Run 1, floorplan with the power grid:
Drawn at 3 px/µm. Pins as bars on the die edge.
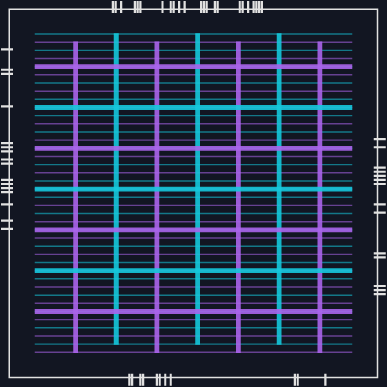
Run 1, logic cells by family:
Drawn at 2 px/µm.
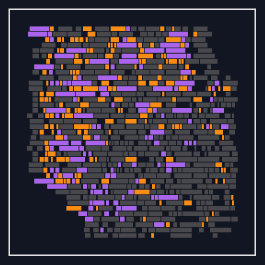
Run 1, wiring by layer:
Drawn at 4 px/µm.
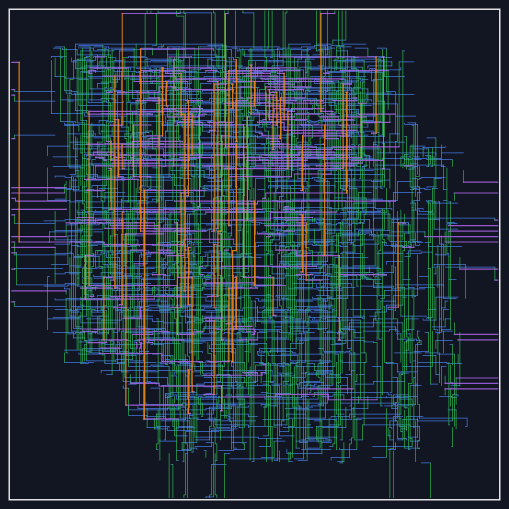
Run 1, the clock network:
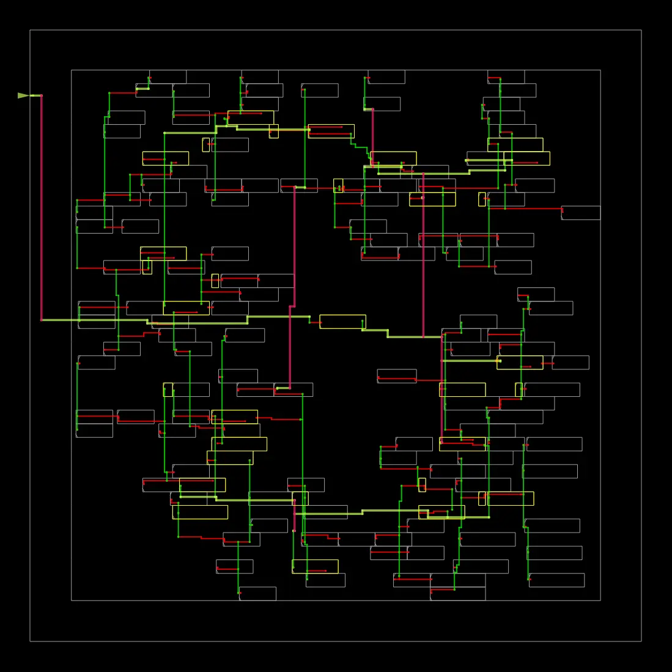
--- src/rtl/video_in_pkg.sv ---
// Shared defaults, FSM state and descriptor types for the video_in line RAM write side.
package video_in_pkg;

  localparam int unsigned DEF_ADDR_SIZE = 6;
  localparam int unsigned DEF_DATA_SIZE = 32;
  localparam int unsigned DEF_PIX_SIZE  = 8;

  typedef enum logic [1:0] {
    WAIT_LINE,
    FILL,
    FLUSH,
    DROP
  } lp_state_t;

  // One closed RAM half as handed to the reader.
  typedef struct packed {
    logic                     id;
    logic [DEF_ADDR_SIZE-1:0] words;
    logic                     sof;
    logic                     eol;
  } buf_desc_t;

endpackage

--- src/rtl/video_in_desc_fifo.sv ---
// Two-entry descriptor queue; simultaneous push and pop are both honoured.
module video_in_desc_fifo
  import video_in_pkg::*;
#(
  parameter type desc_t = buf_desc_t
) (
  input  logic  clk,
  input  logic  rst,
  input  logic  push,
  input  desc_t push_desc,
  input  logic  pop,
  output desc_t head,
  output logic  full,
  output logic  empty
);

  desc_t      mem_q [2];
  logic       wr_ptr_q;
  logic       rd_ptr_q;
  logic [1:0] count_q;
  logic       do_push;
  logic       do_pop;

  assign full    = (count_q == 2'd2);
  assign empty   = (count_q == 2'd0);
  assign do_pop  = pop && !empty;
  // When full, a same-cycle pop frees the slot the push lands in.
  assign do_push = push && (!full || do_pop);
  assign head    = mem_q[rd_ptr_q];

  // Storage, pointers and occupancy.
  always_ff @(posedge clk) begin
    if (rst) begin
      mem_q[0] <= '0;
      mem_q[1] <= '0;
      wr_ptr_q <= 1'b0;
      rd_ptr_q <= 1'b0;
      count_q  <= 2'd0;
    end else begin
      if (do_push) begin
        mem_q[wr_ptr_q] <= push_desc;
        wr_ptr_q        <= ~wr_ptr_q;
      end
      if (do_pop) begin
        rd_ptr_q <= ~rd_ptr_q;
      end
      case ({do_push, do_pop})
        2'b10:   count_q <= count_q + 2'd1;
        2'b01:   count_q <= count_q - 2'd1;
        default: count_q <= count_q;
      endcase
    end
  end

endmodule

--- src/rtl/video_in_line_packer.sv ---
// Packs the incoming pixel stream into RAM words, writes them through port A and hands each
// closed ping-pong half to the reader as a descriptor.
module video_in_line_packer
  import video_in_pkg::*;
#(
  parameter int unsigned ADDR_SIZE = DEF_ADDR_SIZE,
  parameter int unsigned DATA_SIZE = DEF_DATA_SIZE,
  parameter int unsigned PIX_SIZE  = DEF_PIX_SIZE
) (
  input  logic                 clk,
  input  logic                 rst,
  input  logic                 frame_valid,
  input  logic                 line_valid,
  input  logic [PIX_SIZE-1:0]  pix_in,
  output logic [ADDR_SIZE-1:0] ram_addr,
  output logic [DATA_SIZE-1:0] ram_wdata,
  output logic                 ram_we,
  output logic                 buf_valid,
  output logic                 buf_id,
  output logic [ADDR_SIZE-1:0] buf_words,
  output logic                 buf_sof,
  output logic                 buf_eol,
  input  logic                 buf_release,
  output logic                 overflow,
  input  logic                 clr_overflow
);

  localparam int unsigned PPW  = DATA_SIZE / PIX_SIZE;
  localparam int unsigned HALF = 2 ** (ADDR_SIZE - 1);
  localparam int unsigned CW   = (PPW > 1) ? $clog2(PPW) : 1;

  if (DATA_SIZE % PIX_SIZE != 0) begin : g_bad_ppw
    $error("DATA_SIZE must be a multiple of PIX_SIZE");
  end
  if (ADDR_SIZE < 2) begin : g_bad_addr
    $error("ADDR_SIZE must be at least 2");
  end

  typedef struct packed {
    logic                 id;
    logic [ADDR_SIZE-1:0] words;
    logic                 sof;
    logic                 eol;
  } desc_t;

  lp_state_t            state_q, state_d;
  logic                 line_prev_q, frame_prev_q;
  logic                 half_q, half_d;
  logic [1:0]           busy_q, busy_d;
  logic [ADDR_SIZE-1:0] word_idx_q, word_idx_d;
  logic [CW-1:0]        cnt_q, cnt_d;
  logic [DATA_SIZE-1:0] pack_q, pack_d;
  logic                 ram_we_q, ram_we_d;
  logic [ADDR_SIZE-1:0] ram_addr_q, ram_addr_d;
  logic [DATA_SIZE-1:0] ram_wdata_q, ram_wdata_d;
  logic                 close_q, close_d;
  desc_t                close_desc_q, close_desc_d;
  logic                 sof_pend_q, sof_pend_d;
  logic                 overflow_q, overflow_d;

  logic                 pix_ok;
  logic                 line_rise;
  logic                 frame_rise;
  logic                 accept;
  logic                 overflow_set;
  logic                 close_now;
  logic                 close_eol;
  logic [ADDR_SIZE-1:0] close_words;
  logic [DATA_SIZE-1:0] word_next;
  logic                 pop;
  desc_t                head;
  logic                 fifo_full;
  logic                 fifo_empty;

  assign pix_ok     = line_valid && frame_valid;
  assign line_rise  = line_valid && !line_prev_q;
  assign frame_rise = frame_valid && !frame_prev_q;
  assign word_next  = pack_q | (DATA_SIZE'(pix_in) << (PIX_SIZE * 32'(cnt_q)));
  assign pop        = buf_valid && buf_release;

  // Line FSM, packer, write port and half bookkeeping.
  always_comb begin
    state_d      = state_q;
    half_d       = half_q;
    busy_d       = busy_q;
    word_idx_d   = word_idx_q;
    cnt_d        = cnt_q;
    pack_d       = pack_q;
    ram_we_d     = 1'b0;
    ram_addr_d   = ram_addr_q;
    ram_wdata_d  = ram_wdata_q;
    close_d      = 1'b0;
    close_desc_d = close_desc_q;
    sof_pend_d   = sof_pend_q;
    accept       = 1'b0;
    overflow_set = 1'b0;
    close_now    = 1'b0;
    close_eol    = 1'b0;
    close_words  = word_idx_q;

    unique case (state_q)
      WAIT_LINE: begin
        if (line_rise && frame_valid) begin
          if (busy_q[half_q]) begin
            state_d      = DROP;
            overflow_set = 1'b1;
          end else begin
            state_d = FILL;
            accept  = 1'b1;
          end
        end
      end
      FILL: begin
        if (pix_ok) begin
          accept = 1'b1;
        end else if (cnt_q != '0 || word_idx_q != '0) begin
          // Line (or frame) ended: emit the zero-padded partial word and close with eol.
          state_d     = FLUSH;
          close_now   = 1'b1;
          close_eol   = 1'b1;
          close_words = word_idx_q + ADDR_SIZE'(cnt_q != '0);
          if (cnt_q != '0) begin
            ram_we_d    = 1'b1;
            ram_addr_d  = {half_q, word_idx_q[ADDR_SIZE-2:0]};
            ram_wdata_d = pack_q;
          end
        end else begin
          // Line ended exactly on a half boundary; that half is already closed.
          state_d = WAIT_LINE;
        end
      end
      FLUSH: begin
        state_d = WAIT_LINE;
      end
      DROP: begin
        if (!line_valid) begin
          state_d = WAIT_LINE;
        end
      end
    endcase

    if (accept) begin
      if (cnt_q == CW'(PPW - 1)) begin
        ram_we_d    = 1'b1;
        ram_addr_d  = {half_q, word_idx_q[ADDR_SIZE-2:0]};
        ram_wdata_d = word_next;
        cnt_d       = '0;
        pack_d      = '0;
        word_idx_d  = word_idx_q + ADDR_SIZE'(1);
        if (word_idx_q == ADDR_SIZE'(HALF - 1)) begin
          close_now   = 1'b1;
          close_words = ADDR_SIZE'(HALF);
          if (busy_q[~half_q]) begin
            state_d      = DROP;
            overflow_set = 1'b1;
          end
        end
      end else begin
        pack_d = word_next;
        cnt_d  = cnt_q + CW'(1);
      end
    end

    if (pop) begin
      busy_d[head.id] = 1'b0;
    end

    // The descriptor is pushed one cycle later, once its last word is on the RAM port.
    if (close_now) begin
      close_d            = 1'b1;
      close_desc_d.id    = half_q;
      close_desc_d.words = close_words;
      close_desc_d.sof   = sof_pend_q;
      close_desc_d.eol   = close_eol;
      busy_d[half_q]     = 1'b1;
      half_d             = ~half_q;
      word_idx_d         = '0;
      cnt_d              = '0;
      pack_d             = '0;
      sof_pend_d         = 1'b0;
    end

    if (frame_rise) begin
      sof_pend_d = 1'b1;
    end

    if (close_q && fifo_full && !pop) begin
      overflow_set = 1'b1;
    end

    if (overflow_set) begin
      overflow_d = 1'b1;
    end else if (clr_overflow) begin
      overflow_d = 1'b0;
    end else begin
      overflow_d = overflow_q;
    end
  end

  // State registers; line_prev starts high so a line already active at reset release is ignored.
  always_ff @(posedge clk) begin
    if (rst) begin
      state_q      <= WAIT_LINE;
      line_prev_q  <= 1'b1;
      frame_prev_q <= 1'b0;
      half_q       <= 1'b0;
      busy_q       <= 2'b00;
      word_idx_q   <= '0;
      cnt_q        <= '0;
      pack_q       <= '0;
      ram_we_q     <= 1'b0;
      ram_addr_q   <= '0;
      ram_wdata_q  <= '0;
      close_q      <= 1'b0;
      close_desc_q <= '0;
      sof_pend_q   <= 1'b1;
      overflow_q   <= 1'b0;
    end else begin
      state_q      <= state_d;
      line_prev_q  <= line_valid;
      frame_prev_q <= frame_valid;
      half_q       <= half_d;
      busy_q       <= busy_d;
      word_idx_q   <= word_idx_d;
      cnt_q        <= cnt_d;
      pack_q       <= pack_d;
      ram_we_q     <= ram_we_d;
      ram_addr_q   <= ram_addr_d;
      ram_wdata_q  <= ram_wdata_d;
      close_q      <= close_d;
      close_desc_q <= close_desc_d;
      sof_pend_q   <= sof_pend_d;
      overflow_q   <= overflow_d;
    end
  end

  video_in_desc_fifo #(
    .desc_t (desc_t)
  ) u_desc_fifo (
    .clk       (clk),
    .rst       (rst),
    .push      (close_q),
    .push_desc (close_desc_q),
    .pop       (pop),
    .head      (head),
    .full      (fifo_full),
    .empty     (fifo_empty)
  );

  assign ram_we    = ram_we_q;
  assign ram_addr  = ram_addr_q;
  assign ram_wdata = ram_wdata_q;
  assign overflow  = overflow_q;
  assign buf_valid = !fifo_empty;
  assign buf_id    = buf_valid ? head.id : 1'b0;
  assign buf_words = buf_valid ? head.words : '0;
  assign buf_sof   = buf_valid ? head.sof : 1'b0;
  assign buf_eol   = buf_valid ? head.eol : 1'b0;

endmodule

--- config.mk ---
export PLATFORM = sky130hd
export DESIGN_NAME = video_in_line_packer
export DESIGN_NICKNAME = d
export VERILOG_FILES = /design/src/rtl/video_in_pkg.sv /design/src/rtl/video_in_desc_fifo.sv /design/src/rtl/video_in_line_packer.sv
export SDC_FILE = /design/constraint.sdc
export NUM_CORES = 1
export LEC_CHECK = 0
export CAP_MARGIN = 20
export CORE_MARGIN = 8
export CORE_UTILIZATION = 47
export CTS_CLUSTER_DIAMETER = 100
export DETAILED_ROUTE_END_ITERATION = 8
export HOLD_SLACK_MARGIN = 0.06
export PLACE_DENSITY = 0.72
export SETUP_SLACK_MARGIN = 0.05
export SLEW_MARGIN = 20
export SYNTH_ARGS = -nofsm -noshare
export SYNTH_HDL_FRONTEND = slang
export SYNTH_SLANG_ARGS = --single-unit
--- constraint.sdc ---
create_clock -name clk -period 1.7 [get_ports clk]
set_input_delay 0.34 -clock clk [delete_from_list [all_inputs] [get_ports clk]]
set_output_delay 0.34 -clock clk [all_outputs]
set_load 0.02 [all_outputs]
==> impl_metrics.ini, run 1 <==
; implementation run metrics
[run_status]
status = finished with violations
violations = setup timing

[yosys]
yosysWarnings = 0
netlist_instances = 567
synth_area_um2 = 5310
avgSynthCellArea_um2 = 9.36
ys_sh_adder_pct = 1.41
ys_cells = 567
ys_chip_area_um2 = 5310
ys_seq_share_pct = 49.0
syn-num-nets = 587
logic_family = simple AND/OR/NAND/NOR gates
synthFlopType = dfxtp_1
edf_count = 18
common_cells = dfxtp_1, nor2_1, nor4_1

[final_timing]
fin_tns_setup_ps = -4750
fin_crit_sh_pct = 111
hold_viol = 0
finalWorstSetupSlack_ps = -183
finalSetupViolCount = 81
rsz0062_at_grt = yes
fin_skew_ps = 15.1
timing.final.crit_period_ps = 1880

[clock_tree]
cts_max_level = 4
clockBufferDepth = 2
clkLatencyLatePin_ps = 430

[finish]
final_nets = 721
top_area_cell_class = multi-input combinational cells
n_fill_cell = 592
final_area_um2 = 8840
n_all_buffers = 166

[drt]
vias_per_cell = 6.88
drt_pass1_iterations = 5
dr_total_vias = 5899
first_iter_violations = 553
wl_met1_um = 8160

[critical_path]
r2r_cells = 8
crit_required_ps = 2020
timing.rr.start = half_q$_SDFFE_PP0P_

[power]
p_comb_uw = 453
power_leakage_nw = 3.22

[placed_design]
place_congestion = 0.814

[floorplanning]
num_io_pins = 64
tap_cells = 143

[job]
log.warning_count = 30

[grt]
grt_start_max_net_pins = 47
grtUsageTotal_pct = 26.0

[worst_hold_path]
min_path_type = in2reg
## Picture notes: 'floorplan with the power grid'
Key: cyan = VDD; purple = VSS
7 straps on met5. The core has 39 rows. 64 signal pins sit on the boundary. 40 met1 rails follow the rows.
VDD IR max: 886 µV
Die Y: 122 µm

## Picture notes: 'logic cells by family'
Key: purple = aoi and oai cells [cells 122, most used a2111oi_4]; orange = nor cells [cells 170, most used nor2_1]
Comb/total area: 41.6%
most frequent logic cell in the layout: dfxtp_1
Layout Cells excl Fill: 857

## Picture notes: 'wiring by layer'
Key: purple = M3 [wire length 2300 µm]; blue = M1 [wire length 8160 µm]; orange = M4 [wire length 1550 µm]; green = M2 [wire length 10900 µm]
average wire per standard cell: 26.7 µm
Total Wirelength: 22900 µm

## Picture notes: 'the clock network'
TritonCTS buffer count: 17
Clock group: 3.68 mW

==> run 1: cells by family after synthesis <==
group | after synthesis
xor+xnor | 5
buf+inv | 62
compound gates | 129
mux | 18
flops | 121
fa+ha+maj | 6
simple gates | 226
==> run 1: cell usage in the layout, fill, tap and decap left out, types with 15 or more instances in the layout <==
cell	netlist	final
a31oi_1	33	29
edfxtp_1	18	18
dfxtp_1	103	89
nor4_1	64	44
nor2_2	0	17
nor2_1	92	59
clkbuf_16	0	21
a2111oi_4	0	30
nor2_4	0	16
buf_4	7	62
buf_6	0	25
dlygate4sd2_1	0	43
and2_1	21	19
a21oi_1	20	15
==> run 1: stage by stage <==
stage	utilization, %	hold slack (ps)	power (mW)
after floorplan	-	447	3.12
final	78.8	217	7.08
after global placement	57.8	465	3.26
after global routing	78.8	215	7.21
after CTS	73.0	190	6.96
after detailed placement	57.8	480	3.27
==> run 1: critical path: cells and delay by family (launching register included) <==
family                 cells  cell delay, ps
DFF                        1             330
buffers and inverters      4             600
muxes                      1             330
AOI/OAI and AO/OA          2             250
and+or+nand+nor            1             270
==> run 1: how the worst max path moves through the flow <==
stage,startpoint,endpoint
after CTS,flop,buf_words[1]
after floorplan,cnt_q[0]$_SDFFE_PP0N_,close_desc_q[6]$_SDFFE_PP0P_
final,half_q$_SDFFE_PP0P_,pack_q[9]$_SDFFE_PP0N_
after global routing,half_q$_SDFFE_PP0P_,ram_wdata[10]$_SDFF_PP0_
after global placement,frame_valid,ram_wdata[21]$_SDFF_PP0_
after detailed placement,frame_valid,close_desc_q[5]$_SDFFE_PP0P_
==> inputs of run 2 (changes only) <==
- PLACE_DENSITY: 0.72 -> 0.69
- clock period: 1.7 -> 2.15 ns (I/O delays scaled with it)
==> impl_metrics.ini, run 2 <==
; implementation run metrics
[run_status]
status = completed

[drt]
drt_wl_total_um = 14600
vias_per_cell = 6.13
drt_pass1_iterations = 5
first_iter_violations = 471
wl_per_cell_um = 18.4
ant_nets = 0

[critical_path]
r2r_cells = 4
startpoint = line_valid
crit_cells = 5
end_kind = flop
timing.rr.start = half_q$_SDFFE_PP0P_
crit_buf_inv = 1
crit_required_ps = 2500
critPathMaxFanout = 20
cp_top_family = simple AND/OR/NAND/NOR gates

[final_timing]
finalWorstSetupSlack_ps = 87.8
finalSetupViolCount = 0
timing.final.crit_period_ps = 2060
hold_viol = 0
fin_crit_sh_pct = 95.9
fin_tns_setup_ps = 0
rsz0062_at_grt = yes
holdWs_ps = 297

[grt]
grt-ovfl-total = 0
grt_start_max_net_pins = 67
use_met2_pct = 30.5
grt_pass1_wl_um = 22900

[finish]
fin_util_pct = 62.1
final_nets = 657
top_area_cell_class = flip-flops and latches
final_cell_mix = dfxtp_1, nor2_1, nor4_1
comb_area_share_pct = 35.4
layout_top_cell = dfxtp_1
stdcell_count = 793
ff_count = 121
layout-drive-gt1-share_pct = 14.2
final_area_um2 = 6970
n_fill_cell = 956
n_all_buffers = 101

[clock_tree]
clkLatencyLatePin_ps = 420
cts_buffers = 17
cts_max_level = 4
clockBufferDepth = 2
hold_buffers = 0

[yosys]
netlist_instances = 567
avgSynthCellArea_um2 = 9.36
ys_sh_adder_pct = 1.41
ys_cells = 567
synth_area_um2 = 5310
synthFlopType = dfxtp_1
synthSimpleGateAreaFrac_pct = 22.4
logic_family = simple AND/OR/NAND/NOR gates
muxShareOfSynthArea_pct = 3.51
largest_area_cell = dfxtp_1
ys_seq_share_pct = 49.0
ys_chip_area_um2 = 5310
common_cells = dfxtp_1, nor2_1, nor4_1
edf_count = 18
ys_sh_xor_pct = 0.825
yosysWarnings = 0
syn-num-nets = 587
top_cell_area_share_pct = 38.9
ys_types = 50

[worst_hold_path]
min_path_type = in2reg
min-delay-start = rst
min_delay_path_depth = 2

[power]
ir_drop_uv = 524
pwr_density_cell_nw_per_um2 = 818
finalPower_mw = 5.70
power_leakage_nw = 2.58

[floorplanning]
die_h_um = 122
core_um2 = 11200
rows = 39
tap_cells = 143
num_io_pins = 64

[job]
log.warning_count = 29

[placed_design]
place_congestion = 0.788
==> run 2: netlist changes by cell type in the layout (fill, tap and decap cells not counted), sizes merged <==
cell / delta
clkbuf: -10
clkdlybuf4s50: +44
dlymetal6s2s: +2
bufinv: +2
clkinvlp: +2
dlygate4sd2: -37
inv: +3
o22a: +1
clkinv: -1
buf: -70
==> run 2: cells by family (layout without fill, tap and decap cells) <==
| kind of cell | Yosys count | in the layout |
|---|---|---|
| simple gates | 226 | 226 |
| compound gates | 129 | 130 |
| flops | 121 | 121 |
| buf+inv | 62 | 144 |
| mux | 18 | 18 |
| fa+ha+maj | 6 | 6 |
| xor+xnor | 5 | 5 |
==> run 2: worst reg2reg max path, cell delays in order (launching register included) <==
cell     delay [ps]
dfxtp_1         460
mux2_4          390
o22a_2          400
or4_1           570
a21oi_1         150
==> run 2: timing repair <==
item                                    in CTS  in global routing
endpoints found under the setup margin      10                 11
pin swaps                                    0                  1
gates cloned                                 0                  1
setup buffers                                0                  1
resized                                     12                  6
==> run 2: worst max path at each step <==
stage,end,slack (ps)
after global placement,word_idx_q[4]$_SDFFE_PP0P_,-120
after floorplan,u_desc_fifo.mem_q[0][0]$_SDFFCE_PN0P_,260
after CTS,buf_words[3],60
after detailed placement,ram_wdata[27]$_SDFF_PP0_,-190
final,word_idx_q[5]$_SDFFE_PP0P_,90
after global routing,word_idx_q[4]$_SDFFE_PP0P_,50
==> run 2: layer usage <==
layer	part of all wire (%)	vias to the layer above
met5	0	-
met4	2.2	0
met3	6.7	33
met2	47	174
met1	44	2366
li1	-	2292
==> run 2: power breakdown <==
group	switching, mW	internal [mW]	total, mW
clock network	1.05	2.13	3.17
registers	0.00971	2.31	2.32
logic	0.129	0.0729	0.202
total	1.18	4.52	5.70
Run 2, wiring by layer:
Drawn at 4 px/µm.
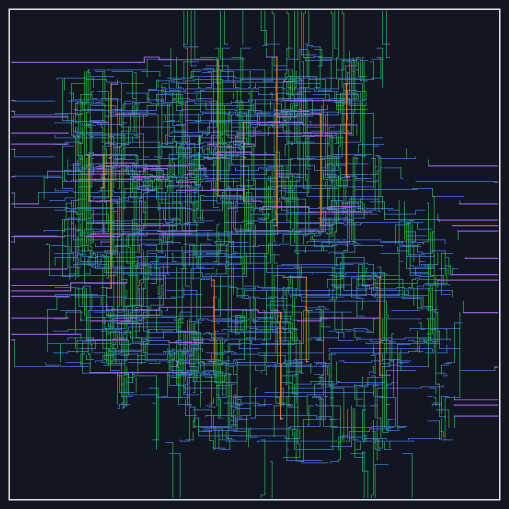
Key: purple = M3 [wire length 976 µm]; green = M2 [wire length 6910 µm]; blue = M1 [wire length 6400 µm]; orange = M4 [wire length 318 µm]
Global Route Usage Sum: 19.2%
vias: 4865

Run 2, the clock network:
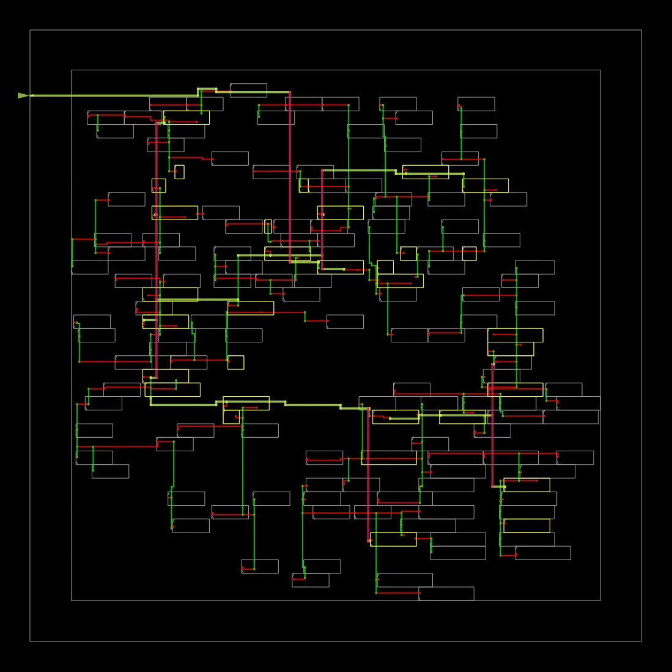
clk_buf instances: 18
Sink Count: 121
Fin Clk Skew: 12.1 ps

Power and IR drop assume default switching activity.
